`src/rtl/ifetch_unit_if.sv`:
```
// ifetch_unit_if: instruction-memory and decoder-side handshake bundle for the fetch stage
interface ifetch_unit_if #(
  parameter int XLEN = 32
);
  logic            imem_req;
  logic [XLEN-1:0] imem_addr;
  logic            imem_ack;
  logic [31:0]     imem_rdata;
  logic            inst_valid;
  logic [31:0]     inst;
  logic [XLEN-1:0] inst_pc;
  logic [6:0]      op;
  logic [2:0]      funct3;
  logic            inst_ready;
  logic            redirect_valid;
  logic [XLEN-1:0] redirect_pc;
  modport master (
    output imem_req, imem_addr, inst_valid, inst, inst_pc, op, funct3,
    input  imem_ack, imem_rdata, inst_ready, redirect_valid, redirect_pc
  );
  modport slave (
    input  imem_req, imem_addr, inst_valid, inst, inst_pc, op, funct3,
    output imem_ack, imem_rdata, inst_ready, redirect_valid, redirect_pc
  );
endinterface

```
`src/rtl/ifetch_unit.sv`:
```
// ifetch_unit: PC holder issuing single-outstanding fetches into a 2-entry buffer, flushed on redirect
module ifetch_unit #(
  parameter int XLEN = 32,
  parameter logic [XLEN-1:0] RESET_PC = '0
) (
  input logic clk,
  input logic rst,
  ifetch_unit_if.master bus
);
  typedef enum logic [1:0] {IDLE, FETCH, DISCARD} state_t;
  state_t state, state_n;
  logic [XLEN-1:0] fetch_pc, fetch_pc_n, pend_pc, pend_pc_n, addr, addr_n, rpc, pc_inc;
  logic req, req_n, push, pop, rd, valid;
  logic [1:0] count, cnt_next;
  logic [31:0] buf_inst [2];
  logic [XLEN-1:0] buf_pc [2];
  assign rpc = bus.redirect_pc & ~XLEN'(3);
  assign pc_inc = fetch_pc + XLEN'(4);
  assign valid = count != 2'd0;
  assign pop = valid & bus.inst_ready;
  assign cnt_next = count + 2'd1 - {1'b0, pop};
  always_comb begin
    state_n = state;
    fetch_pc_n = fetch_pc;
    pend_pc_n = pend_pc;
    addr_n = addr;
    req_n = req;
    push = 1'b0;
    unique case (state)
      IDLE:
        if (bus.redirect_valid) fetch_pc_n = rpc;
        else if (count != 2'd2) begin
          req_n = 1'b1;
          addr_n = fetch_pc;
          state_n = FETCH;
        end
      FETCH:
        if (bus.redirect_valid) begin
          if (bus.imem_ack) begin
            fetch_pc_n = rpc;
            req_n = 1'b0;
            state_n = IDLE;
          end else begin
            pend_pc_n = rpc;
            state_n = DISCARD;
          end
        end else if (bus.imem_ack) begin
          push = 1'b1;
          fetch_pc_n = pc_inc;
          if (cnt_next < 2'd2) addr_n = pc_inc;
          else begin
            req_n = 1'b0;
            state_n = IDLE;
          end
        end
      DISCARD: begin
        pend_pc_n = bus.redirect_valid ? rpc : pend_pc;
        if (bus.imem_ack) begin
          fetch_pc_n = bus.redirect_valid ? rpc : pend_pc;
          req_n = 1'b0;
          state_n = IDLE;
        end
      end
      default: state_n = IDLE;
    endcase
  end
  always_ff @(posedge clk) begin
    if (rst) begin
      state <= IDLE;
      fetch_pc <= RESET_PC;
      pend_pc <= '0;
      addr <= RESET_PC;
      req <= 1'b0;
      count <= 2'd0;
      rd <= 1'b0;
    end else begin
      state <= state_n;
      fetch_pc <= fetch_pc_n;
      pend_pc <= pend_pc_n;
      addr <= addr_n;
      req <= req_n;
      count <= bus.redirect_valid ? 2'd0 : count + {1'b0, push} - {1'b0, pop};
      rd <= bus.redirect_valid ? 1'b0 : rd ^ pop;
    end
  end
  always_ff @(posedge clk) begin
    if (push && !rst) begin
      buf_inst[rd ^ count[0]] <= bus.imem_rdata;
      buf_pc[rd ^ count[0]] <= addr;
    end
  end
  assign bus.imem_req = req;
  assign bus.imem_addr = addr;
  assign bus.inst_valid = valid;
  assign bus.inst = buf_inst[rd];
  assign bus.inst_pc = buf_pc[rd];
  assign bus.op = valid ? buf_inst[rd][6:0] : 7'd0;
  assign bus.funct3 = valid ? buf_inst[rd][14:12] : 3'd0;
endmodule

```
`src/flat_wrapper.sv`:
```
// flat-port wrapper written by rule: the top's interface ports become plain ports
module ifetch_unit_flat 
#(
  parameter int XLEN = 32,
  parameter logic [XLEN-1:0] RESET_PC = '0
)
  (clk, rst, bus_imem_req, bus_imem_addr, bus_inst_valid, bus_inst, bus_inst_pc, bus_op, bus_funct3, bus_imem_ack, bus_imem_rdata, bus_inst_ready, bus_redirect_valid, bus_redirect_pc);
  ifetch_unit_if #(.XLEN(XLEN)) bus_i ();
  input logic clk;
  input logic rst;
  output wire logic [$bits(bus_i.imem_req)-1:0] bus_imem_req;
  output wire logic [$bits(bus_i.imem_addr)-1:0] bus_imem_addr;
  output wire logic [$bits(bus_i.inst_valid)-1:0] bus_inst_valid;
  output wire logic [$bits(bus_i.inst)-1:0] bus_inst;
  output wire logic [$bits(bus_i.inst_pc)-1:0] bus_inst_pc;
  output wire logic [$bits(bus_i.op)-1:0] bus_op;
  output wire logic [$bits(bus_i.funct3)-1:0] bus_funct3;
  input wire logic [$bits(bus_i.imem_ack)-1:0] bus_imem_ack;
  input wire logic [$bits(bus_i.imem_rdata)-1:0] bus_imem_rdata;
  input wire logic [$bits(bus_i.inst_ready)-1:0] bus_inst_ready;
  input wire logic [$bits(bus_i.redirect_valid)-1:0] bus_redirect_valid;
  input wire logic [$bits(bus_i.redirect_pc)-1:0] bus_redirect_pc;
  assign bus_imem_req = bus_i.imem_req;
  assign bus_imem_addr = bus_i.imem_addr;
  assign bus_inst_valid = bus_i.inst_valid;
  assign bus_inst = bus_i.inst;
  assign bus_inst_pc = bus_i.inst_pc;
  assign bus_op = bus_i.op;
  assign bus_funct3 = bus_i.funct3;
  assign bus_i.imem_ack = bus_imem_ack;
  assign bus_i.imem_rdata = bus_imem_rdata;
  assign bus_i.inst_ready = bus_inst_ready;
  assign bus_i.redirect_valid = bus_redirect_valid;
  assign bus_i.redirect_pc = bus_redirect_pc;
  ifetch_unit #(.XLEN(XLEN), .RESET_PC(RESET_PC)) u_core (.clk(clk), .rst(rst), .bus(bus_i));
endmodule
```
`config.mk`:
```
export PLATFORM = sky130hd
export DESIGN_NAME = ifetch_unit_flat
export DESIGN_NICKNAME = d
export VERILOG_FILES = /design/src/rtl/ifetch_unit_if.sv /design/src/rtl/ifetch_unit.sv /design/src/flat_wrapper.sv
export SDC_FILE = /design/constraint.sdc
export NUM_CORES = 1
export LEC_CHECK = 0
export CELL_PAD_IN_SITES_DETAIL_PLACEMENT = 1
export CELL_PAD_IN_SITES_GLOBAL_PLACEMENT = 1
export CORE_MARGIN = 1
export CORE_UTILIZATION = 45
export DETAILED_ROUTE_END_ITERATION = 12
export PLACE_DENSITY = 0.88
export RECOVER_POWER = 50
export SLEW_MARGIN = 25
export SYNTH_ARGS = -nofsm -noshare
export SYNTH_HDL_FRONTEND = slang
export SYNTH_SLANG_ARGS = --single-unit
```
`constraint.sdc`:
```
create_clock -name clk -period 22.1 [get_ports clk]
set_input_delay 4.42 -clock clk [delete_from_list [all_inputs] [get_ports clk]]
set_output_delay 4.42 -clock clk [all_outputs]
set_load 0.02 [all_outputs]
```
Figure 1. Cell placement.
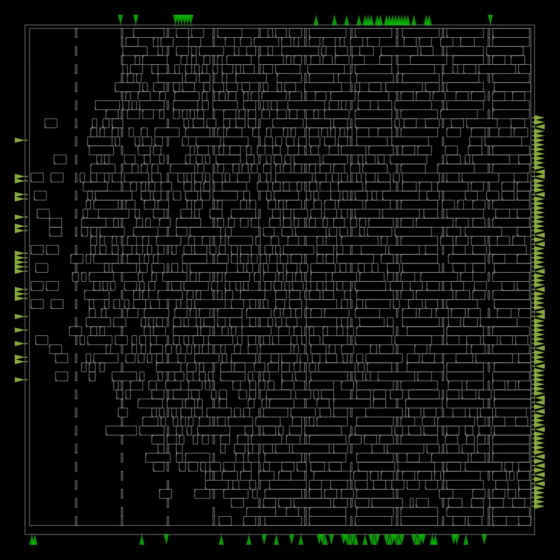
layout sequential cell count: 230
fraction of area in registers: 45.2%
number of well-tap cells placed: 285
non-filler cells, final: 1379
core region area: 0.0226 mm²

Figure 2. The metal 1 layer.
(4 px per µm) Supply wires on this layer in gray.
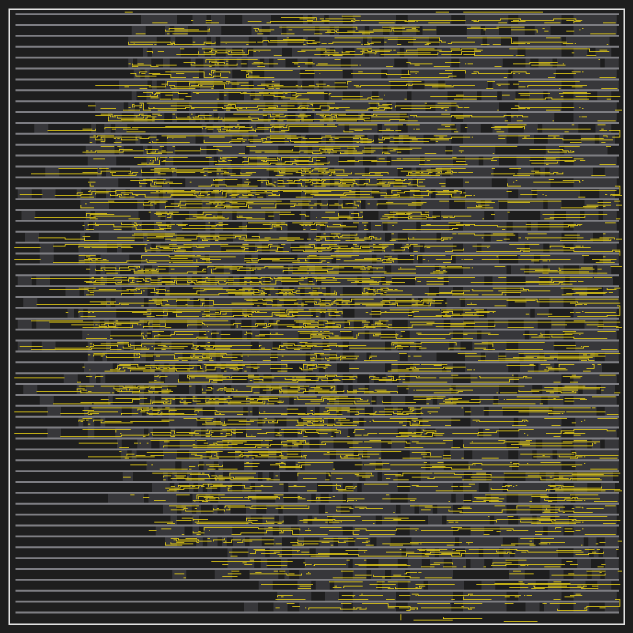
1069 nets have wire on it. The layer holds 42% of the routed length. The wires run mostly horizontal. The layer carries 13200 µm of wire. The longest straight run is 46.9 µm.
total number of vias: 8188
Total Routed Length: 31500 µm

Figure 3. Cells by drive strength.
(2 px per µm)
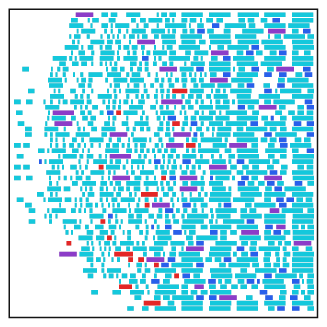
Key: x3 and x4 = red [cells 18]; x6 and larger = purple [cells 31]; x1 and smaller = cyan [cells 960]; x2 = blue [cells 83]
slack of the critical path: 13300 ps
count of non-CTS buffers in the layout: 183
layout-stage area growth over the synthesis result: 26.5%

Figure 4. Nets reached from selected ports.
(2 px per µm)
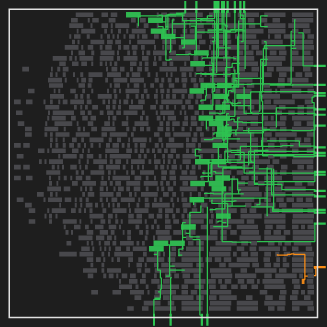
Key: bus_inst_valid = orange [direction output, edge right, end cells 1, buffers 1, wire 36.6 µm]; bus_imem_addr = green [direction output, edge 17 right, 11 top, 4 bottom, end cells 32, buffers 32, wire 2630 µm]
PortBufs: 174
I/O pin count: 177

Figure 5. Placement density heat map.
(2 px per µm) 15 x 15 tiles, from dark blue (low) to red (high), 0 to 100% covered.
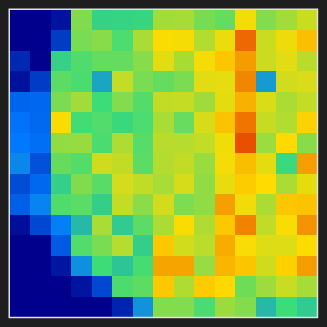
The mean over all tiles is 54%. 14% of the tiles are over 75% full. 7.6% of the tiles are nearly empty. The emptiest ninth of the die: bottom left. The fullest tile reaches 91%.
final core area utilization: 57.8%
floorplan utilization: 45.7%

==> reports/metrics.yaml <==
placed_instances: 1333
detailed_place_hpwl_um: 20400
sh_comb_area_pct: 31.4
ctsLongestPathBuffers: 3
initial_drt_pass_iterations: 5
hold-path-cell-count: 2
cts_setup_buffers: 0
clk_pin_slew_ps: 60
timing.fmax_ghz: 0.114
clock_root_buffer: "sky130_fd_sc_hd__clkbuf_16"
max-vdd-ir-drop_mv: 0.0474
globalRouteTotalUtil_pct: 26.2
synthAoiAreaFrac_pct: 13.3
timing_worst_slew_pin_value_ps: 1730
timing.final.crit_share_pct: 39.8
synth_top_area_share_pct: 37.3
flop_cell: "sky130_fd_sc_hd__edfxtp_1"
regToRegSetupSlack_ps: 17360
initial_drc_count: 608
drt-vias-per-instance: 5.94
maxCapViolations: 1
drive_above_1_share_pct: 12.1
violations_in_the_final_reports: "capacitance limit, slew limit"
rows: 55
htree_levels: 1
timing_hold_violations_final: 0
arrival_ps: 8940
cts_tree: "yes"
synth-edff-count: 128
comb_cells: 617
netlist-cell-type-count: 63
count_of_fill_cells_added_during_filler_insertion: 2356
yosys.stat.chipArea_mm2: 0.0103
finish.instance_area_mm2: 0.0130
place_area_mm2: 0.0122
final-seq-area_mm2: 0.00589
clock_cell_area_share_pct: 6.32
run_status: "finished with violations"
req_time_crit_path_ps: 22240
worstSkewPairLatency_ps: 510
power.net_switching_w: 0.000330
clock_power_w: 0.000421
fp.dieArea_mm2: 0.0235
power_density_mw_per_mm2: 87.8
post-synth-top-area-cell: "sky130_fd_sc_hd__edfxtp_1"
fin_worst_skew_ps: 8.77
n_antenna_cell: 2
tritoncts_num_sinks: 230
postRouteAntennaNets: 0
post_drt_wl_per_cell_um: 22.8
slew_violations: 22
combinationalPower_w: 0.000199
cellInternalPower_w: 0.000814
Yosys cell counts (all sizes together) (17+ instances only):
cell type	n
a211oi	19
a21oi	66
clkbuf	58
dfxtp	102
edfxtp	128
inv	18
mux2	64
nand2	108
nand4	19
nor2	51
nor3	23
nor4	17
o21ai	58
xnor2	24
worst max-delay path: stages:
cell and delay (ps):
sky130_fd_sc_hd__dlygate4sd3_1 540, sky130_fd_sc_hd__clkbuf_1 390, sky130_fd_sc_hd__nor2b_1 1430, sky130_fd_sc_hd__nand2_1 450, sky130_fd_sc_hd__nor3_1 880, sky130_fd_sc_hd__buf_4 760
routing by layer:
layer	track usage [%]	up-vias	share of wire [%]
met5	0	-	0
met4	5.33	0	1.8
met3	5.13	45	6.8
met2	46.3	311	49
met1	33.4	4083	42
li1	-	3749	-
